### config.mk
export PLATFORM = sky130hd
export DESIGN_NAME = gnrc_stream_arb
export DESIGN_NICKNAME = d
export VERILOG_FILES = /design/src/rtl/gnrc_stream_arb_pkg.sv /design/src/rtl/gnrc_rr_arbiter.sv /design/src/rtl/gnrc_slice.sv /design/src/rtl/gnrc_stream_arb.sv
export SDC_FILE = /design/constraint.sdc
export NUM_CORES = 1
export LEC_CHECK = 0
export CORE_MARGIN = 8
export CORE_UTILIZATION = 48
export CTS_CLUSTER_SIZE = 30
export DETAILED_ROUTE_END_ITERATION = 8
export MAX_ROUTING_LAYER = met4
export PLACE_DENSITY_LB_ADDON = 0.15
export SLEW_MARGIN = 30
export SYNTH_ARGS = -nofsm -noshare
export SYNTH_HDL_FRONTEND = slang
export SYNTH_SLANG_ARGS = --single-unit
### constraint.sdc
create_clock -name clk_i -period 2.4 [get_ports clk_i]
set_input_delay 0.48 -clock clk_i [delete_from_list [all_inputs] [get_ports clk_i]]
set_output_delay 0.48 -clock clk_i [all_outputs]
set_load 0.05 [all_outputs]
### src/rtl/gnrc_stream_arb_pkg.sv
// Shared helpers for the round-robin stream arbiter.
package gnrc_stream_arb_pkg;

   // Modulo-N increment for the priority pointer; N need not be a power of two.
   function automatic int unsigned rr_next(int unsigned idx, int unsigned n);
      return (idx + 1 >= n) ? 0 : idx + 1;
   endfunction

endpackage

### src/rtl/gnrc_rr_arbiter.sv
// Round-robin pick with grant lock: holds the granted requester while its beat is stalled.
module gnrc_rr_arbiter
   import gnrc_stream_arb_pkg::*;
#(
   parameter int unsigned N = 4,
   localparam int unsigned IW = $clog2(N)
) (
   input  logic          clk_i,
   input  logic          rst_i,
   input  logic [N-1:0]  req,
   input  logic          hold,
   input  logic          ack,
   input  logic          flush,
   output logic [IW-1:0] grant,
   output logic          grant_valid
);

   logic [IW-1:0] prio_q;
   logic [IW-1:0] lock_idx_q;
   logic          lock_q;
   logic [IW-1:0] pick;
   logic          found;
   int unsigned   k;

   // First valid requester at or above prio_q, wrapping at N.
   always_comb begin
      pick  = prio_q;
      found = 1'b0;
      k     = 0;
      for (int unsigned i = 0; i < N; i++) begin
         k = (32'(prio_q) + i) % N;
         if (!found && req[k]) begin
            pick  = IW'(k);
            found = 1'b1;
         end
      end
   end

   assign grant       = lock_q ? lock_idx_q : pick;
   assign grant_valid = req[grant];

   always_ff @(posedge clk_i or posedge rst_i) begin
      if (rst_i) begin
         prio_q     <= '0;
         lock_q     <= 1'b0;
         lock_idx_q <= '0;
      end else begin
         lock_idx_q <= grant;
         if (flush) begin
            prio_q <= '0;
            lock_q <= 1'b0;
         end else begin
            lock_q <= hold;
            if (ack) prio_q <= IW'(rr_next(32'(grant), N));
         end
      end
   end

endmodule

### src/rtl/gnrc_slice.sv
// Ready/valid register slice; with both cuts on it is a 2-entry skid buffer.
module gnrc_slice #(
   parameter type T          = logic,
   parameter bit  FORWARD_Q  = 1'b1,
   parameter bit  BACKWARD_Q = 1'b1
) (
   input  logic clk_i,
   input  logic rst_ni,
   input  logic flush_i,
   input  logic valid_i,
   output logic ready_o,
   input  T     data_i,
   output logic valid_o,
   input  logic ready_i,
   output T     data_o
);

   if (!FORWARD_Q) begin : g_pass
      assign valid_o = valid_i;
      assign data_o  = data_i;
      assign ready_o = ready_i;
   end else begin : g_reg
      logic out_vld, skid_vld, load;
      T     out_q, skid_q;

      assign load    = ready_i | ~out_vld;
      assign ready_o = BACKWARD_Q ? ~skid_vld : load;
      assign valid_o = out_vld;
      assign data_o  = out_q;

      always_ff @(posedge clk_i or negedge rst_ni) begin
         if (!rst_ni) begin
            out_vld  <= 1'b0;
            skid_vld <= 1'b0;
            out_q    <= '0;
            skid_q   <= '0;
         end else if (flush_i) begin
            out_vld  <= 1'b0;
            skid_vld <= 1'b0;
         end else if (load) begin
            // ready_o is low while the skid entry is full, so no input is lost here.
            if (skid_vld) begin
               out_vld  <= 1'b1;
               out_q    <= skid_q;
               skid_vld <= 1'b0;
            end else begin
               out_vld <= valid_i;
               if (valid_i) out_q <= data_i;
            end
         end else if (BACKWARD_Q && valid_i && ready_o) begin
            skid_vld <= 1'b1;
            skid_q   <= data_i;
         end
      end
   end

endmodule

### src/rtl/gnrc_stream_arb.sv
// Round-robin stream arbiter: N ready/valid requesters onto one channel, tagged with the source index.
module gnrc_stream_arb #(
   parameter int unsigned N     = 4,
   parameter int unsigned DW    = 1,
   parameter type         DTYPE = logic [DW-1:0],
   parameter bit          OUT_Q = 1'b1,
   localparam int unsigned IW   = $clog2(N)
) (
   input  logic               clk_i,
   input  logic               rst_i,
   input  logic               flush_i,
   input  logic [N-1:0]       valid_i,
   input  DTYPE [N-1:0]       data_i,
   output logic [N-1:0]       ready_o,
   output logic               valid_o,
   output DTYPE               data_o,
   output logic [IW-1:0]      idx_o,
   input  logic               ready_i
);

   typedef struct packed {
      logic [IW-1:0] idx;
      DTYPE          data;
   } beat_t;

   logic [IW-1:0] grant;
   logic          core_valid, core_ready;
   beat_t         core_beat;

   gnrc_rr_arbiter #(.N(N)) u_arb (
      .clk_i       (clk_i),
      .rst_i       (rst_i),
      .req         (valid_i),
      .hold        (core_valid & ~core_ready),
      .ack         (core_valid & core_ready),
      .flush       (flush_i),
      .grant       (grant),
      .grant_valid (core_valid)
   );

   assign core_beat.idx  = grant;
   assign core_beat.data = data_i[grant];

   // Reset gating keeps upstream from seeing a handshake whose beat would be discarded.
   for (genvar g = 0; g < N; g++) begin : g_rdy
      assign ready_o[g] = ~rst_i & core_ready & core_valid & (grant == IW'(g));
   end

   if (OUT_Q) begin : g_slice
      logic  rst_n;
      beat_t out_beat;

      assign rst_n = ~rst_i;

      gnrc_slice #(.T(beat_t), .FORWARD_Q(1'b1), .BACKWARD_Q(1'b1)) u_slice (
         .clk_i   (clk_i),
         .rst_ni  (rst_n),
         .flush_i (flush_i),
         .valid_i (core_valid),
         .ready_o (core_ready),
         .data_i  (core_beat),
         .valid_o (valid_o),
         .ready_i (ready_i),
         .data_o  (out_beat)
      );

      assign data_o = out_beat.data;
      assign idx_o  = out_beat.idx;
   end else begin : g_comb
      assign core_ready = ready_i;
      assign valid_o    = core_valid;
      assign data_o     = core_beat.data;
      assign idx_o      = core_beat.idx;
   end

endmodule

run_1/pdn.png
Bar = 20 um. Pins as bars on the die edge.
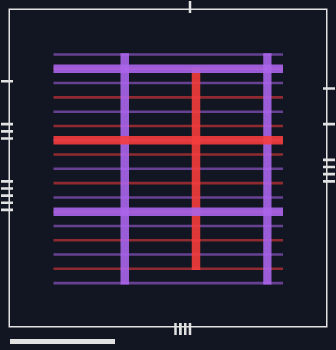
Key: purple = VSS; red = VDD
20 signal pins sit on the boundary. The core has 16 rows. 3 straps on met4.

run_1/cell_classes.png
Fill, decap, tap and diode cells in grey.
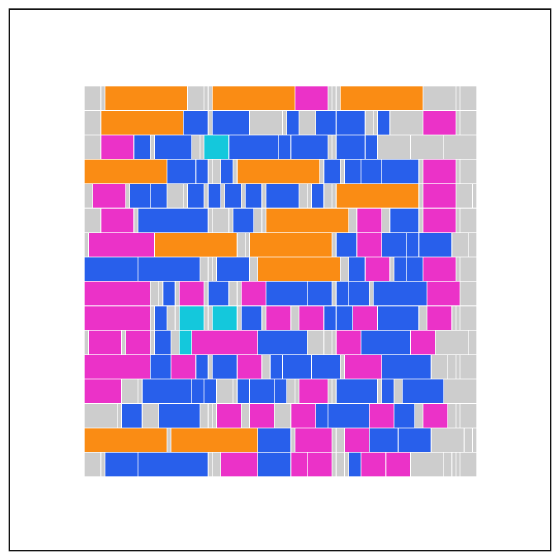
Key: magenta = other buffers and delay cells [cells 45, share of their area 30%]; blue = all other logic [cells 84, share of their area 46%]; orange = flops [cells 13, share of their area 22%]; cyan = clock drivers and dummy loads [cells 4, share of their area 1.8%]

==> impl_metrics.env, run 1 <==
# implementation run metrics
export IMPL_endpoint_kind="output pin"
export IMPL_worst_path_buf_inv=6
export IMPL_hpwl_um=1900
export IMPL_synthCells=102
export IMPL_antenna_found_initial=0
export IMPL_finalWorstSetupSlack_ns=-0.352
export IMPL_maxPowerGroup="combinational logic"
export IMPL_arrival_ns=2.27
export IMPL_critPathMaxStageDelay_ns=0.34
export IMPL_logic_family="simple AND/OR/NAND/NOR gates"
export IMPL_dominant_cells="logic gates"
export IMPL_violations="setup timing"
export IMPL_place_congestion=0.909
export IMPL_die_area_sq_mm=0.00362
export IMPL_cts_max_level=1
export IMPL_die_w_um=60.2
export IMPL_fp_row_count=16
export IMPL_fmax_mhz=363
export IMPL_clk_pin_slew_ns=0.08
export IMPL_xor_area_share_pct=0
export IMPL_top_area_share_pct=34.8
export IMPL_final_cell_mix="23 x buf_4, 12 x dfrtp_1, 11 x clkdlybuf4s50_1"
export IMPL_wl_met2_um=1260
export IMPL_r2r_start="u_arb.prio_q[1]"
export IMPL_fa_ha_area_share_pct=1.34
export IMPL_finalCoreUtilization_pct=78.7
export IMPL_yosysTopAreaCell="dfrtp_1"
export IMPL_status="finished, violations left"
export IMPL_n_all_inverters=8
export IMPL_hold_start="g_slice.u_slice.g_reg.skid_q[1]"
export IMPL_placedCellCount=164
export IMPL_setup_viol_count_final=4
export IMPL_critPathKind="primary input to output pin"
export IMPL_sh_comb_area_pct=42.6
export IMPL_sh_seq_area_pct=21.8
run_1/clock_map.png
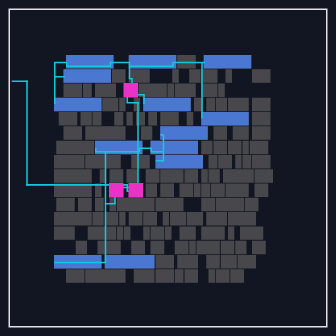
Key: magenta = cells driving clock nets [count 3]; cyan = clock wires [length 186 um]; blue = flip-flops [count 13]
There are 4 routed clock nets.

==> inputs of run 2 (changes only) <==
--- a/config.mk
+++ b/config.mk
@@ -7,8 +7,9 @@
 export LEC_CHECK = 0
 export CORE_MARGIN = 8
 export CORE_UTILIZATION = 48
-export CTS_CLUSTER_SIZE = 30
+export CTS_CLUSTER_SIZE = 12
 export DETAILED_ROUTE_END_ITERATION = 8
+export GPL_ROUTABILITY_DRIVEN = 0
 export MAX_ROUTING_LAYER = met4
 export PLACE_DENSITY_LB_ADDON = 0.15
 export SLEW_MARGIN = 30
==> run 2 against run 1 <==
Net effect: the flow still finishes with violations (setup timing); critical path depth shrank 2; sequential share of layout area shrank 3.3 points; largest cell class unchanged; combinational power grew 44%; fmax shrank 6.2%; total power grew 31%.
==> impl_metrics.env, run 2 <==
# implementation run metrics
export IMPL_sh_seq_area_pct=18.5
export IMPL_logic_family="simple AND/OR/NAND/NOR gates"
export IMPL_cts_max_level=1
export IMPL_finalWorstSetupSlack_ns=-0.534
export IMPL_critPathRequiredTime_ns=1.92
export IMPL_maxPowerGroup="combinational logic"
export IMPL_fp_row_count=16
export IMPL_die_w_um=60.2
export IMPL_fa_ha_area_share_pct=1.34
export IMPL_n_all_inverters=8
export IMPL_synth_area_top_cells="dfrtp_1 35%, nand2b_1 4.0%, a21oi_1 3.7%"
export IMPL_xor_area_share_pct=0
export IMPL_endpoint_kind="output pin"
export IMPL_finalCoreUtilization_pct=93.1
export IMPL_cts_tree="built"
export IMPL_r2r_start="u_arb.prio_q[0]"
export IMPL_die_area_sq_mm=0.00362
export IMPL_antenna_found_initial=0
export IMPL_setup_viol_count_final=9
export IMPL_critPathKind="register to output pin"
export IMPL_dominant_cells="logic gates"
export IMPL_synthCells=102
export IMPL_violations="setup timing"
export IMPL_arrival_ns=2.45
export IMPL_hold_start="g_slice.u_slice.g_reg.skid_q[1]"
export IMPL_wl_met3_um=394
export IMPL_top_area_share_pct=34.8
export IMPL_root_buffer="clkbuf_4"
export IMPL_critPathMaxStageDelay_ns=0.47
export IMPL_status="finished, violations left"
export IMPL_wl_met2_um=2160
export IMPL_sh_comb_area_pct=39.4
export IMPL_fmax_mhz=341
export IMPL_yosysTopAreaCell="dfrtp_1"
export IMPL_hold_buffers=0
run_2/metal_stack.png
Bar = 20 um. Two of the layers only.
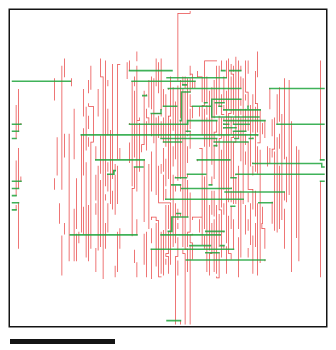
Key: green = met3 [wire length 395 um]; red = met2 [wire length 2160 um]

run_2/clock_map.png
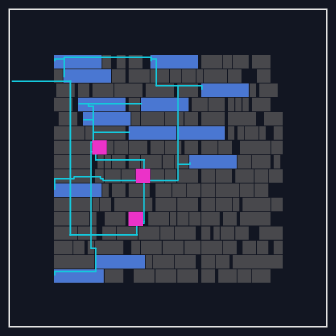
Key: blue = flip-flops [count 13]; cyan = clock wires [length 233 um]; magenta = cells driving clock nets [count 3]
There are 4 routed clock nets.

Power figures rest on the tool's default switching activity, not on a simulated workload.
